[src/rtl/dpram_arb.sv]
// True dual-port RAM with registered reads, same-address write arbitration and a post-reset init sweep.
// Optional per-word even parity with read-side error flags when DPRAM_PARITY_EN is defined.
module dpram_arb #(
  parameter int unsigned          DW            = 8,
  parameter int unsigned          AW            = 4,
  parameter int unsigned          CONFLICT_MODE = 0,
  parameter logic [DW-1:0]        INIT_VALUE    = '0
) (
  input  logic          clk,
  input  logic          rst,
  input  logic          en_a,
  input  logic          wr_a,
  input  logic [AW-1:0] addr_a,
  input  logic [DW-1:0] wdata_a,
  output logic [DW-1:0] rdata_a,
  output logic          rvalid_a,
  input  logic          en_b,
  input  logic          wr_b,
  input  logic [AW-1:0] addr_b,
  input  logic [DW-1:0] wdata_b,
  output logic [DW-1:0] rdata_b,
  output logic          rvalid_b,
  output logic          conflict,
  output logic          init_busy
`ifdef DPRAM_PARITY_EN
  ,
  output logic          perr_a,
  output logic          perr_b
`endif
);

  localparam int unsigned DEPTH = 1 << AW;
`ifdef DPRAM_PARITY_EN
  localparam int unsigned MW = DW + 1;
`else
  localparam int unsigned MW = DW;
`endif

  typedef enum logic {
    ST_INIT = 1'b0,
    ST_RUN  = 1'b1
  } state_t;

  state_t          r_state;
  state_t          w_state_nxt;
  logic [AW-1:0]   r_init_cnt;
  logic [AW-1:0]   w_init_cnt_nxt;

  logic [MW-1:0]   r_mem [DEPTH];
  logic [DW-1:0]   r_rdata_a;
  logic [DW-1:0]   r_rdata_b;
  logic            r_rvalid_a;
  logic            r_rvalid_b;

  logic            w_busy;
  logic            w_write_a;
  logic            w_write_b;
  logic            w_read_a;
  logic            w_read_b;
  logic            w_conflict;
  logic            w_we_a;
  logic            w_we_b;
  logic            w_sweep_we;
  logic [MW-1:0]   w_word_a;
  logic [MW-1:0]   w_word_b;
  logic [MW-1:0]   w_word_init;
  logic [MW-1:0]   w_rword_a;
  logic [MW-1:0]   w_rword_b;

  function automatic logic [MW-1:0] make_word(input logic [DW-1:0] d);
`ifdef DPRAM_PARITY_EN
    return {^d, d};
`else
    return d;
`endif
  endfunction

  // ---------------------------------------------------------------------------
  // Port decode and arbitration
  // ---------------------------------------------------------------------------
  assign w_busy     = (r_state == ST_INIT);
  assign w_write_a  = en_a &  wr_a & ~w_busy;
  assign w_write_b  = en_b &  wr_b & ~w_busy;
  assign w_read_a   = en_a & ~wr_a & ~w_busy;
  assign w_read_b   = en_b & ~wr_b & ~w_busy;
  assign w_conflict = w_write_a & w_write_b & (addr_a == addr_b);

  // On a same-address collision only the winning port (if any) keeps its write.
  assign w_we_a = w_write_a & ~(w_conflict & (CONFLICT_MODE != 1));
  assign w_we_b = w_write_b & ~(w_conflict & (CONFLICT_MODE != 2));

  assign w_sweep_we  = w_busy & ~rst;
  assign w_word_a    = make_word(wdata_a);
  assign w_word_b    = make_word(wdata_b);
  assign w_word_init = make_word(INIT_VALUE);

  assign conflict  = w_conflict;
  assign init_busy = w_busy;

  // ---------------------------------------------------------------------------
  // Init sweep FSM
  // ---------------------------------------------------------------------------
  // NOTE: sequential state uses non-blocking assignments so every register
  // samples pre-edge values regardless of block ordering.
  always_ff @(posedge clk) begin
    if (rst) begin
      r_state    <= ST_INIT;
      r_init_cnt <= '0;
    end else begin
      r_state    <= w_state_nxt;
      r_init_cnt <= w_init_cnt_nxt;
    end
  end

  // NOTE: every output of this block gets a default first so no latch is inferred.
  always_comb begin
    w_state_nxt    = r_state;
    w_init_cnt_nxt = r_init_cnt;
    case (r_state)
      ST_INIT: begin
        w_init_cnt_nxt = r_init_cnt + 1'b1;
        if (r_init_cnt == {AW{1'b1}}) begin
          w_state_nxt    = ST_RUN;
          w_init_cnt_nxt = '0;
        end
      end
      ST_RUN:  w_state_nxt = ST_RUN;
      default: w_state_nxt = ST_INIT;
    endcase
  end

  // ---------------------------------------------------------------------------
  // Storage array
  // ---------------------------------------------------------------------------
  // NOTE: the array has no reset branch; it is cleared by the init sweep so it
  // can map onto block RAM.
  always_ff @(posedge clk) begin
    if (w_sweep_we) begin
      r_mem[r_init_cnt] <= w_word_init;
    end else begin
      if (w_we_a) r_mem[addr_a] <= w_word_a;
      if (w_we_b) r_mem[addr_b] <= w_word_b;
    end
  end

  // Reads sample the array before this edge's writes land, giving read-first behaviour.
  assign w_rword_a = r_mem[addr_a];
  assign w_rword_b = r_mem[addr_b];

  always_ff @(posedge clk) begin
    if (rst) begin
      r_rdata_a  <= '0;
      r_rdata_b  <= '0;
      r_rvalid_a <= 1'b0;
      r_rvalid_b <= 1'b0;
    end else begin
      r_rvalid_a <= w_read_a;
      r_rvalid_b <= w_read_b;
      if (w_read_a) r_rdata_a <= w_rword_a[DW-1:0];
      if (w_read_b) r_rdata_b <= w_rword_b[DW-1:0];
    end
  end

  assign rdata_a  = r_rdata_a;
  assign rdata_b  = r_rdata_b;
  assign rvalid_a = r_rvalid_a;
  assign rvalid_b = r_rvalid_b;

`ifdef DPRAM_PARITY_EN
  logic r_perr_a;
  logic r_perr_b;

  // Flags are only meaningful alongside rvalid; they are reported, never corrected.
  always_ff @(posedge clk) begin
    if (rst) begin
      r_perr_a <= 1'b0;
      r_perr_b <= 1'b0;
    end else begin
      r_perr_a <= w_read_a & (w_rword_a[DW] ^ (^w_rword_a[DW-1:0]));
      r_perr_b <= w_read_b & (w_rword_b[DW] ^ (^w_rword_b[DW-1:0]));
    end
  end

  assign perr_a = r_perr_a;
  assign perr_b = r_perr_b;
`endif

endmodule

[config.mk]
export PLATFORM = sky130hd
export DESIGN_NAME = dpram_arb
export DESIGN_NICKNAME = d
export VERILOG_FILES = /design/src/rtl/dpram_arb.sv
export SDC_FILE = /design/constraint.sdc
export NUM_CORES = 1
export LEC_CHECK = 0
export ABC_CLOCK_PERIOD_IN_PS = 3700
export CAP_MARGIN = 20
export CORE_UTILIZATION = 54
export CTS_CLUSTER_DIAMETER = 200
export CTS_CLUSTER_SIZE = 30
export DETAILED_ROUTE_END_ITERATION = 10
export PLACE_DENSITY = 0.74
export SETUP_SLACK_MARGIN = 0.15
export SYNTH_ARGS = -nofsm -noshare
export SYNTH_HDL_FRONTEND = slang
export SYNTH_SLANG_ARGS = --single-unit
[constraint.sdc]
create_clock -name clk -period 3.7 [get_ports clk]
set_input_delay 0.74 -clock clk [delete_from_list [all_inputs] [get_ports clk]]
set_output_delay 0.74 -clock clk [all_outputs]
set_load 0.03 [all_outputs]
final_clocks.png
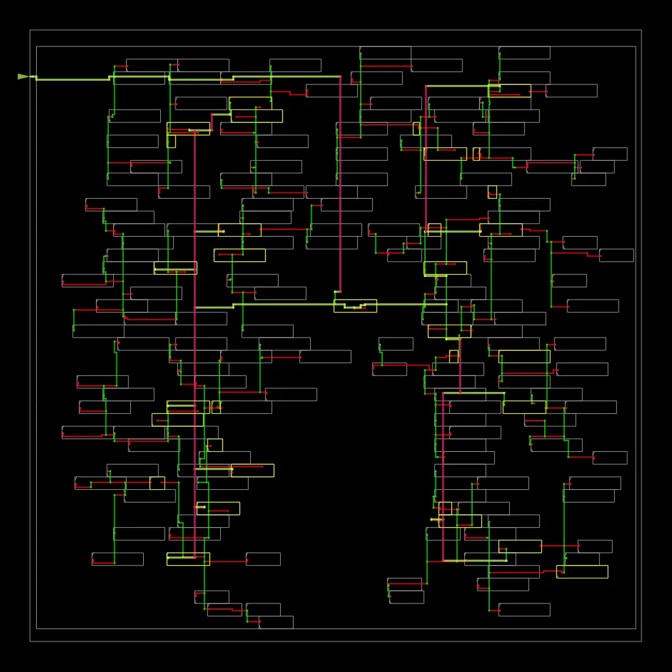
TritonCTS Sinks: 151
clk latency late pin: 440 ps

gate_families.png
The bar under the picture is 50 µm long.
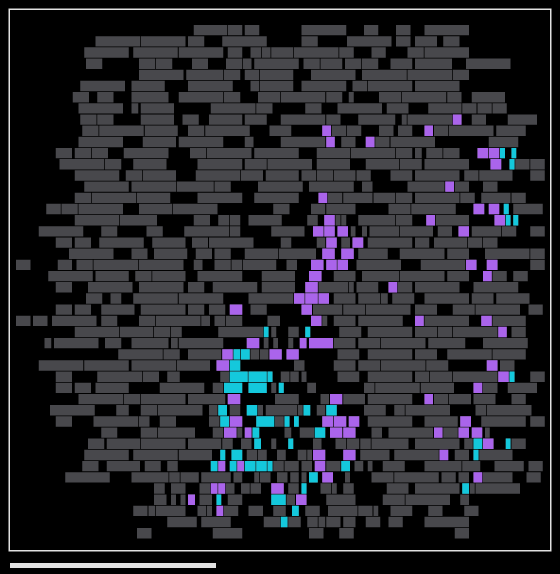
Key: purple = inverting AOI/OAI gates [cells 81]; cyan = NAND gates [cells 48, most used nand2_1]
Post-Layout Cell Count: 905
Top cell excl fill/tap: edfxtp_1

metal_stack.png
Two of the layers only.
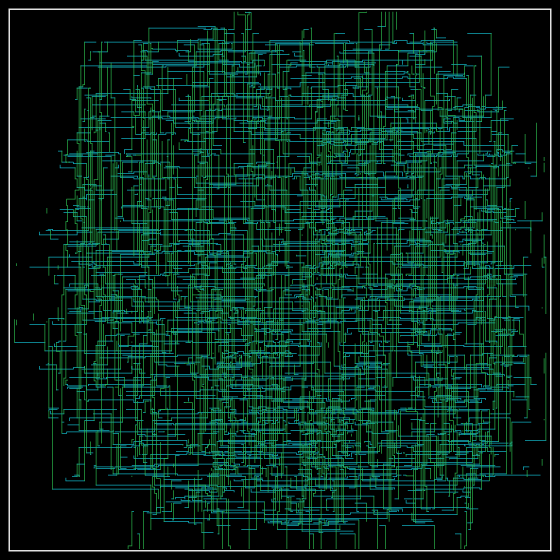
Key: green = met2 [wire length 12600 µm]; cyan = met1 [wire length 10100 µm]
global-route usage over all layers: 0.315
final wirelength: 26.2 mm

pins.png
Pins as bars across the die edge, other pins in grey.
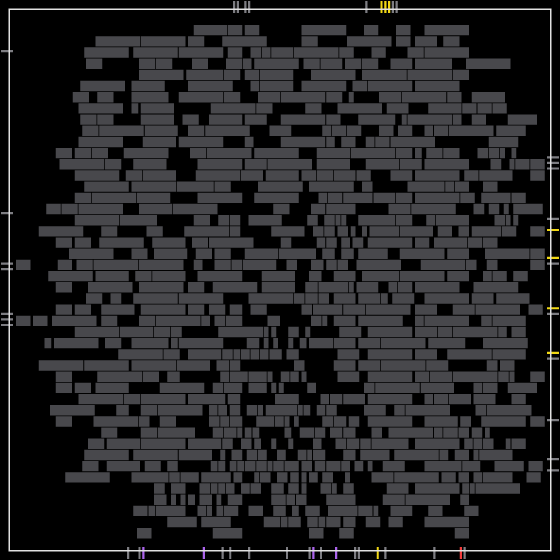
Key: purple = addr_b [pins 4, direction input, edge bottom]; yellow = rdata_b [pins 8, direction output, edge 4 right, 3 top, 1 bottom]; red = wr_a [pins 1, direction input, edge bottom]
All pins by edge: 19 bottom, 14 right, 10 top, 7 left.
number of port buffers: 49
Die Ht: 131 µm

## flip-flops by register name, indices dropped and copies added (netlist names)
signal and cells:
r_init_cnt 4, r_mem 128, r_state 1, rdata_a 8, rdata_b 8, rvalid_a 1, rvalid_b 1
## area by class of cell
| class | instances | area, µm² | area share |
|---|---|---|---|
| multi-input combinational | 416 | 4430 | 0.426 |
| sequential | 151 | 4300 | 0.413 |
| timing repair buffer | 86 | 751 | 0.0721 |
| clock buffer | 19 | 433 | 0.0416 |
| tap | 216 | 270 | 0.0260 |
| clock inverter | 13 | 203 | 0.0195 |
| inverter | 4 | 17.5 | 0.00168 |
## synthesized netlist by cell type (6+ instances only)
cell | count | area [µm²]
nand3b_1 | 7 | 52.6
nand3_1 | 9 | 45.0
nor2_1 | 25 | 93.8
a211oi_1 | 8 | 60.1
o22ai_1 | 16 | 100
mux2_2 | 80 | 901
clkbuf_1 | 24 | 90.1
o221ai_1 | 12 | 105
buf_1 | 7 | 26.3
clkbuf_2 | 8 | 40.0
buf_2 | 12 | 60.1
a21oi_1 | 6 | 30.0
a311oi_1 | 8 | 70.1
mux4_2 | 48 | 1080
a22oi_1 | 16 | 120
and2_0 | 8 | 50.1
mux2i_1 | 41 | 410
o211ai_1 | 10 | 75.1
nand2_1 | 20 | 75.1
dfxtp_1 | 23 | 460
or3_1 | 8 | 50.1
buf_6 | 6 | 67.6
nand2b_1 | 6 | 37.5
edfxtp_1 | 128 | 3840
mux2_4 | 48 | 721
## critical path, delay by kind of cell
kind / cells / cell delay (ps)
compound gates: 3 / 720
buf+inv: 2 / 880
simple gates: 2 / 900
==> Slide: Implementation Results <==
Physical Implementation Snapshot

Route
  • Top Layer Used: met4

Synth
  • Area fraction in and, or, nand and nor cells: 0.0724
  • Mux frac, synth: 0.344
  • Post-Synth AOI/OAI Area: 0.0667
  • Ys flops: 151

Pwr
  • Switching power: 0.888 mW
  • Comb pwr share: 0.074
  • Switching Fraction: 0.220
  • Sequential power: 1.86 mW
  • Top power group: clock

Floorplan
  • Placement Rows: 46
  • Initial Util: 0.561
  • Core area: 16100 µm²
  • Horiz. Die Dim: 131 µm

Clock network
  • Root Driver: clkbuf_16
  • Post-CTS Resized: 0
  • CTS max path bufs: 2

STA
  • Max Clock Skew: approximately 8.0 ps

Finish
  • ANT cells: 0

Outcome
  • Status: finished, final reports clean

Flow run
  • Log Warnings: 26

Setup path
  • Critical setup path kind: in -> reg
No activity file was given, so power comes from the tool's default toggle rates.
